Fig. 1: run 1, cell density map
The die is cut into 7 by 14 equal tiles; white is low, dark blue is high, 0 to 100% covered.
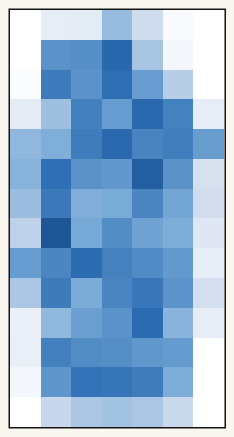
Fig. 2: run 1, met3 routing
The bar under the picture is 20 um long.
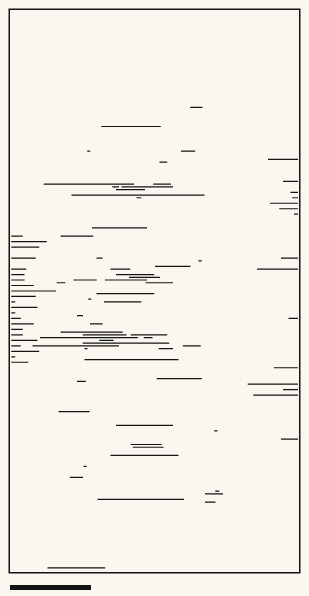
Fig. 3: run 1, placed standard cells
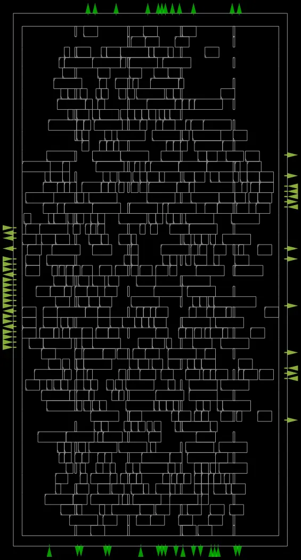
==> config.mk <==
export PLATFORM = sky130hd
export DESIGN_NAME = imm_extend_stage
export DESIGN_NICKNAME = d
export VERILOG_FILES = /design/src/rtl/imm_extend_stage_pkg.sv /design/src/rtl/imm_extend_comb.sv /design/src/rtl/imm_extend_stage.sv
export SDC_FILE = /design/constraint.sdc
export NUM_CORES = 1
export LEC_CHECK = 0
export CAP_MARGIN = 20
export CORE_ASPECT_RATIO = 2
export CORE_MARGIN = 2
export CORE_UTILIZATION = 40
export CTS_BUF_LIST = sky130_fd_sc_hd__clkbuf_8
export CTS_CLUSTER_SIZE = 28
export DETAILED_ROUTE_END_ITERATION = 8
export PLACE_DENSITY = 0.66
export SLEW_MARGIN = 5
export SYNTH_ARGS = -nofsm -noshare
export SYNTH_HDL_FRONTEND = slang
export SYNTH_HIERARCHICAL = 1
export SYNTH_SLANG_ARGS = --single-unit
==> constraint.sdc <==
create_clock -name clk -period 2.55 [get_ports clk]
set_clock_uncertainty 0.15 [all_clocks]
set_input_delay 0.51 -clock clk [delete_from_list [all_inputs] [get_ports clk]]
set_output_delay 0.51 -clock clk [all_outputs]
set_load 0.01 [all_outputs]
==> flow_summary.ini, run 1 <==
; generated from flow reports
[status]
status = finished, final reports clean

[synthesis]
synthArstFlopShare_pct = 0
synth.avg_cell_area_um2 = 8.35
ys_area_um2 = 3670
yosysWarnings = 6
syn_inst = 439
syn_nets = 467
synth_flops = 76
ys_types = 38
ys_seq_share_pct = 41.5
flop_cell = dfxtp_1
edf_count = 0
syn_area_um2 = 3670
yosysCellCount = 439

[floorplanning]
chipWidth_um = 71.7
rows = 49
io_pins = 67
die_h_um = 139
die-area_um2 = 9990

[cts]
cts-htree-levels = 3
cts_tree = built
cts_sinks = 76
cts_hold_buf = 0
clk_pin_slew_ns = 0.07
post_cts_buffers = 0
clk_latency_ns = 0.35
clock_path_buffers = 2
cts-buffers-inserted = 9
cts_root_buf = clkbuf_8
post_cts_resized = 0

[global_routing]
grt_pass1_wl_um = 16700
antenna_found_initial = 0
grtUsageTotal_pct = 21.1
grt_max_degree = 77
grt_overflow = 0
grt_pass1_vias = 3274

[pwr]
leakage_nw = 1.56
vdd_drop_max_uv = 301
p_per_area_nw_per_um2 = 578

[finish]
flop_area_um2 = 1520
logic_area_um2 = 1800
fillers = 877
nets = 509
area_delta_synth_final_pct = 23.6
num_antenna_cells = 0
layout-drive-gt1-share_pct = 10.1

[route]
first_pass_iters = 5
route.detailed.drc = 0
ant_nets = 0
drt_iter0_markers = 325
via_per_inst = 5.92
avgRoutedWirePerCell_um = 17.6

[worst_setup_path]
crit_fanout = 9
crit_path_max_incr_delay_ns = 0.52
startpoint_type = flop
path_class = reg -> out
crit_chain = or2_2 -> clkdlybuf4s50_1
r2r_slack_ns = 0.87
crit_path_end_kind = output pin
cp_data_arrival_time_ns = 1.56
r2r_cells = 4
worstPathRequired_ns = 1.89
cpMaxStageDelayCell = dfxtp_1

[final_timing]
slew_headroom_pct = 69.3
finalSetupTns_ns = 0
grt_setup_unrepaired = false
timing.final.crit_share_pct = 87.2
fmax_mhz = 450
post-route-min-period_ns = 2.22
setup_violations = 0
drv_slew = 0
worst_pin_slew_ns = 0.460
finalHoldViolations = 0

[min_path]
hold_class = reg -> reg
whs_path_depth = 2

[run]
maxCapViolations = 0
log.warning_count = 26

[placement]
hpwl_um = 6580
port_buffers = 66
place_congestion = 0.833
About Fig. 1:
emptiest ninth of the die	north-east
mean over tiles	44%
tiles over 75% full	7.1%
fullest tile	85%
nearly empty tiles	9.2%
post-layout util: 50.6%
Core Box Area: 8950 um^2
fp_density: 41.0%

About Fig. 2:
wire length on this layer	625 um
main direction	horizontal
share of all routed wire	6.0%
GRT met3 Usage: 3.69%
final WL: 10300 um
vias after detailed routing: 3481

About Fig. 3:
flop share of the area: 33.6%
flop count: 76

## run 1: final cells by class
| cell class | count | share of cell area, % |
|---|---|---|
| flip-flops and latches | 76 | 33.6 |
| repair buffers | 80 | 19.3 |
| clock buffers | 11 | 3.34 |
| clock inverters | 5 | 1.13 |
| well taps | 102 | 2.82 |
| inverters | 1 | 0.0828 |
| multi-input cells | 313 | 39.8 |
## run 1: layer usage
layer / global-route usage (%) / vias up / part of all wire [%]
li1: - / 1681 / -
met1: 25.7 / 1638 / 40
met2: 35.8 / 141 / 51
met3: 3.69 / 21 / 6.0
met4: 9.33 / 0 / 2.9
met5: 0 / - / 0
## run 1: cells in the final DEF, fill, tap and decap left out, drive strengths merged, types with 15 or more instances in the layout
master / Yosys / routed
buf: 35 / 15
a311oi: 37 / 37
o21ai: 37 / 37
a22o: 15 / 15
clkdlybuf4s50: 0 / 65
nand3: 37 / 37
dfxtp: 76 / 76
a21oi: 38 / 38
nand2: 76 / 76
nor3: 37 / 37
## run 1: cell families after synthesis
logic type | Yosys count | synth area share [%]
buf+inv | 50 | 9.52
compound gates | 144 | 26.3
flops | 76 | 41.5
mux | 2 | 0.580
simple gates | 167 | 22.0
## run 1: cells in the mapped netlist (4+ instances only)
cell | count | area share, %
buf_6 | 14 | 4.3
a22o_1 | 14 | 3.3
a21o_1 | 10 | 2.0
a21o_2 | 4 | 0.96
clkbuf_1 | 14 | 1.4
nand3_1 | 37 | 5.1
buf_2 | 15 | 2.0
a311oi_1 | 37 | 8.8
o21ai_0 | 7 | 0.96
nor3_1 | 35 | 4.8
dfxtp_1 | 76 | 42
a21oi_1 | 38 | 5.2
nand2_1 | 75 | 7.7
o21ai_1 | 30 | 4.1
buf_4 | 4 | 0.82
## run 1: critical path, delay by kind of cell, from the launching register on
| kind | cells | cell delay, ns |
|---|---|---|
| buf+inv | 1 | 0.52 |
| flops | 1 | 0.52 |
| simple gates | 1 | 0.17 |
## run 1: per-stage QoR
| stage | area, um^2 | hold slack (ns) | cells | setup WS (ns) | total power, mW |
|---|---|---|---|---|---|
| 2_1_floorplan | 3670 | 0.304 | 439 | 0.941 | 1.51 |
| 3_3_place_gp | 4330 | 0.311 | 572 | 0.298 | 1.70 |
| 3_5_place_dp | 4330 | 0.318 | 572 | 0.239 | 1.71 |
| 4_1_cts | 4530 | 0.328 | 588 | 0.310 | 2.64 |
| 5_1_grt | 4530 | 0.353 | 588 | 0.241 | 2.73 |
| 6_report | 4530 | 0.326 | 588 | 0.327 | 2.62 |
## run 1: power breakdown
group / total [mW] / switching, mW / internal [mW] / leakage (nW)
clock: 0.937 / 0.438 / 0.499 / 0.107
combinational: 0.421 / 0.218 / 0.203 / 0.836
sequential: 1.26 / 0.0268 / 1.23 / 0.619
total: 2.62 / 0.683 / 1.93 / 1.56
--- run 2 (diff from run 1) ---
--- a/config.mk
+++ b/config.mk
@@ -13,6 +13,7 @@
 export CTS_CLUSTER_SIZE = 28
 export DETAILED_ROUTE_END_ITERATION = 8
 export PLACE_DENSITY = 0.66
+export SKIP_CTS_REPAIR_TIMING = 1
 export SLEW_MARGIN = 5
 export SYNTH_ARGS = -nofsm -noshare
 export SYNTH_HDL_FRONTEND = slang
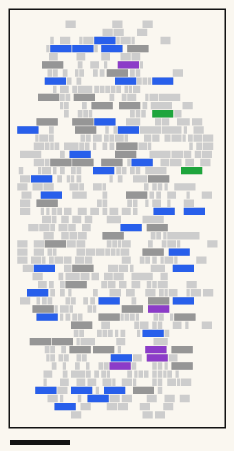
Fig. 4. Sequential cells colored by netlist name (run 2).
The bar under the picture is 20 um long. Other sequential cells in the stronger gray, the rest of the logic in the fainter gray.
color	netlist name	flops
blue	`out_imm`	32
purple	`skid_tag`	5
green	`state`	2
not colored	37
sequential cell area: 1520 um^2
sequential power: 1.26 mW

==> flow_summary.ini, run 2 <==
; generated from flow reports
[cts]
clk_latency_ns = 0.35
clk_pin_slew_ns = 0.07
cts_root_buf = clkbuf_8
cts-buffers-inserted = 9
cts_sinks = 76
clock_path_buffers = 2
cts-htree-levels = 3
cts_tree = built

[min_path]
whs_path_depth = 2
hold_class = reg -> reg

[synthesis]
yosysCellCount = 439
top_cells_by_count = dfxtp_1, nand2_1, a21oi_1, a311oi_1, nand3_1
area_leaders = dfxtp_1, a311oi_1, nand2_1
synth.avg_cell_area_um2 = 8.35
syn_inst = 439
ys_seq_share_pct = 41.5
flop_cell = dfxtp_1
synthArstFlopShare_pct = 0
edf_count = 0
syn_area_um2 = 3670
top_cell_area_share_pct = 41.5
syn_nets = 467
ys_area_um2 = 3670
ys_types = 38
yosysMostFrequentCell = dfxtp_1
top_area_cell = dfxtp_1
yosysWarnings = 6
synth_flops = 76

[finish]
lay_top_cells = dfxtp_1, nand2_1, clkdlybuf4s50_1
num_antenna_cells = 0
area_delta_synth_final_pct = 23.6
layout_top_cell = dfxtp_1
layout-drive-gt1-share_pct = 10.1
nets = 509

[placement]
port_buffers = 66
dp_cells = 572
place_ws_ns = 0.239
hpwl_um = 6580
place_congestion = 0.833

[worst_setup_path]
cp_data_arrival_time_ns = 1.56
worstPathRequired_ns = 1.89
crit_path_end_kind = output pin
startpoint_type = flop
crit_fanout = 9
r2r_cells = 4
path_class = reg -> out
r2r_slack_ns = 0.87

[global_routing]
grt_max_degree = 77
grt_pass1_wl_um = 16700
grtUsageTotal_pct = 21.1
grt_overflow = 0
antenna_found_initial = 0
grt_pass1_vias = 3274

[floorplanning]
fp_util_pct = 41.0
io_pins = 67
placeableCoreArea_um2 = 8950
die_h_um = 139
die-area_um2 = 9990
chipWidth_um = 71.7

[run]
maxCapViolations = 0
log.warning_count = 26

[route]
ant_nets = 0
routed_wl_um = 10300
first_pass_iters = 5
drt_iter0_markers = 325
via_per_inst = 5.92
avgRoutedWirePerCell_um = 17.6
route.detailed.drc = 0
num_vias = 3481

[final_timing]
finalSetupTns_ns = 0
finalHoldViolations = 0
slew_headroom_pct = 69.3
drv_slew = 0
setup_violations = 0
timing.final.crit_share_pct = 87.2
worst_pin_slew_ns = 0.460
fmax_mhz = 450
setup_slack_ns = 0.327
grt_setup_unrepaired = false
worst_hold_slack_ns = 0.326
post-route-min-period_ns = 2.22

[pwr]
pwr-share-comb_pct = 16.1
clockPowerShare_pct = 35.8
intPower_mw = 1.93
leakage_nw = 1.56
switchingPower_mw = 0.683
switching_share_pct = 26.1
p_per_area_nw_per_um2 = 578
pwr-share-seq_pct = 48.1
vdd_drop_max_uv = 301

[status]
status = finished, final reports clean
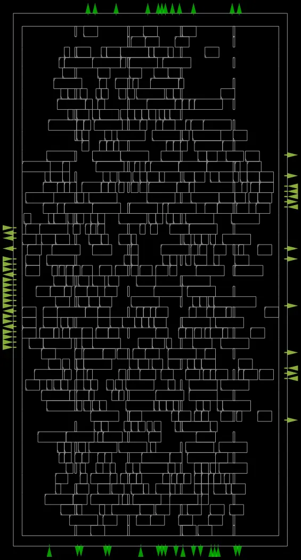
Fig. 5. Placed standard cells (run 2).
n_taps: 102
Non-Filler Instances: 588
fillcell total: 877
Rows: 49

run 2: cell counts after synthesis:
No cell type changed its count.
run 2: cell type report:
| class | count | area [um^2] | area share [%] |
|---|---|---|---|
| clock buffers | 11 | 151 | 3.34 |
| repair buffers | 80 | 873 | 19.3 |
| clock inverters | 5 | 51.3 | 1.13 |
| well taps | 102 | 128 | 2.82 |
| flip-flops and latches | 76 | 1520 | 33.6 |
| inverters | 1 | 3.75 | 0.0828 |
| multi-input cells | 313 | 1800 | 39.8 |
run 2: worst max-delay path: stages, from the launching register on:
cell	delay, ns
dfxtp_1	0.52
or2_2	0.17
clkdlybuf4s50_1	0.52
run 2: power by group through the flow:
stage / logic, mW / clock network (mW) / registers, mW
after floorplan: 0.211 / 0 / 1.30
after global placement: 0.415 / 0 / 1.29
after detailed placement: 0.419 / 0 / 1.29
after CTS: 0.421 / 0.959 / 1.26
after global routing: 0.452 / 1.01 / 1.26
final: 0.421 / 0.937 / 1.26
run 2: logic make-up after synthesis:
logic type      share of synthesized area, %
mux                                    0.580
buf+inv                                 9.52
simple gates                            22.0
compound gates                          26.3
flops                                   41.5
run 2: stage by stage:
| step | util, % | power (mW) | instance area (um^2) |
|---|---|---|---|
| floorplan | - | 1.51 | 3670 |
| global placement | 48.4 | 1.70 | 4330 |
| detailed placement | 48.4 | 1.71 | 4330 |
| CTS | 50.6 | 2.64 | 4530 |
| global route | 50.6 | 2.73 | 4530 |
| finish | 50.6 | 2.62 | 4530 |
run 2: metal layers:
metal	track usage, %	up-vias	part of all wire, %
li1	-	1681	-
met1	25.7	1638	40
met2	35.8	141	51
met3	3.69	21	6.0
met4	9.33	0	2.9
met5	0	-	0
Power and IR drop assume default switching activity.
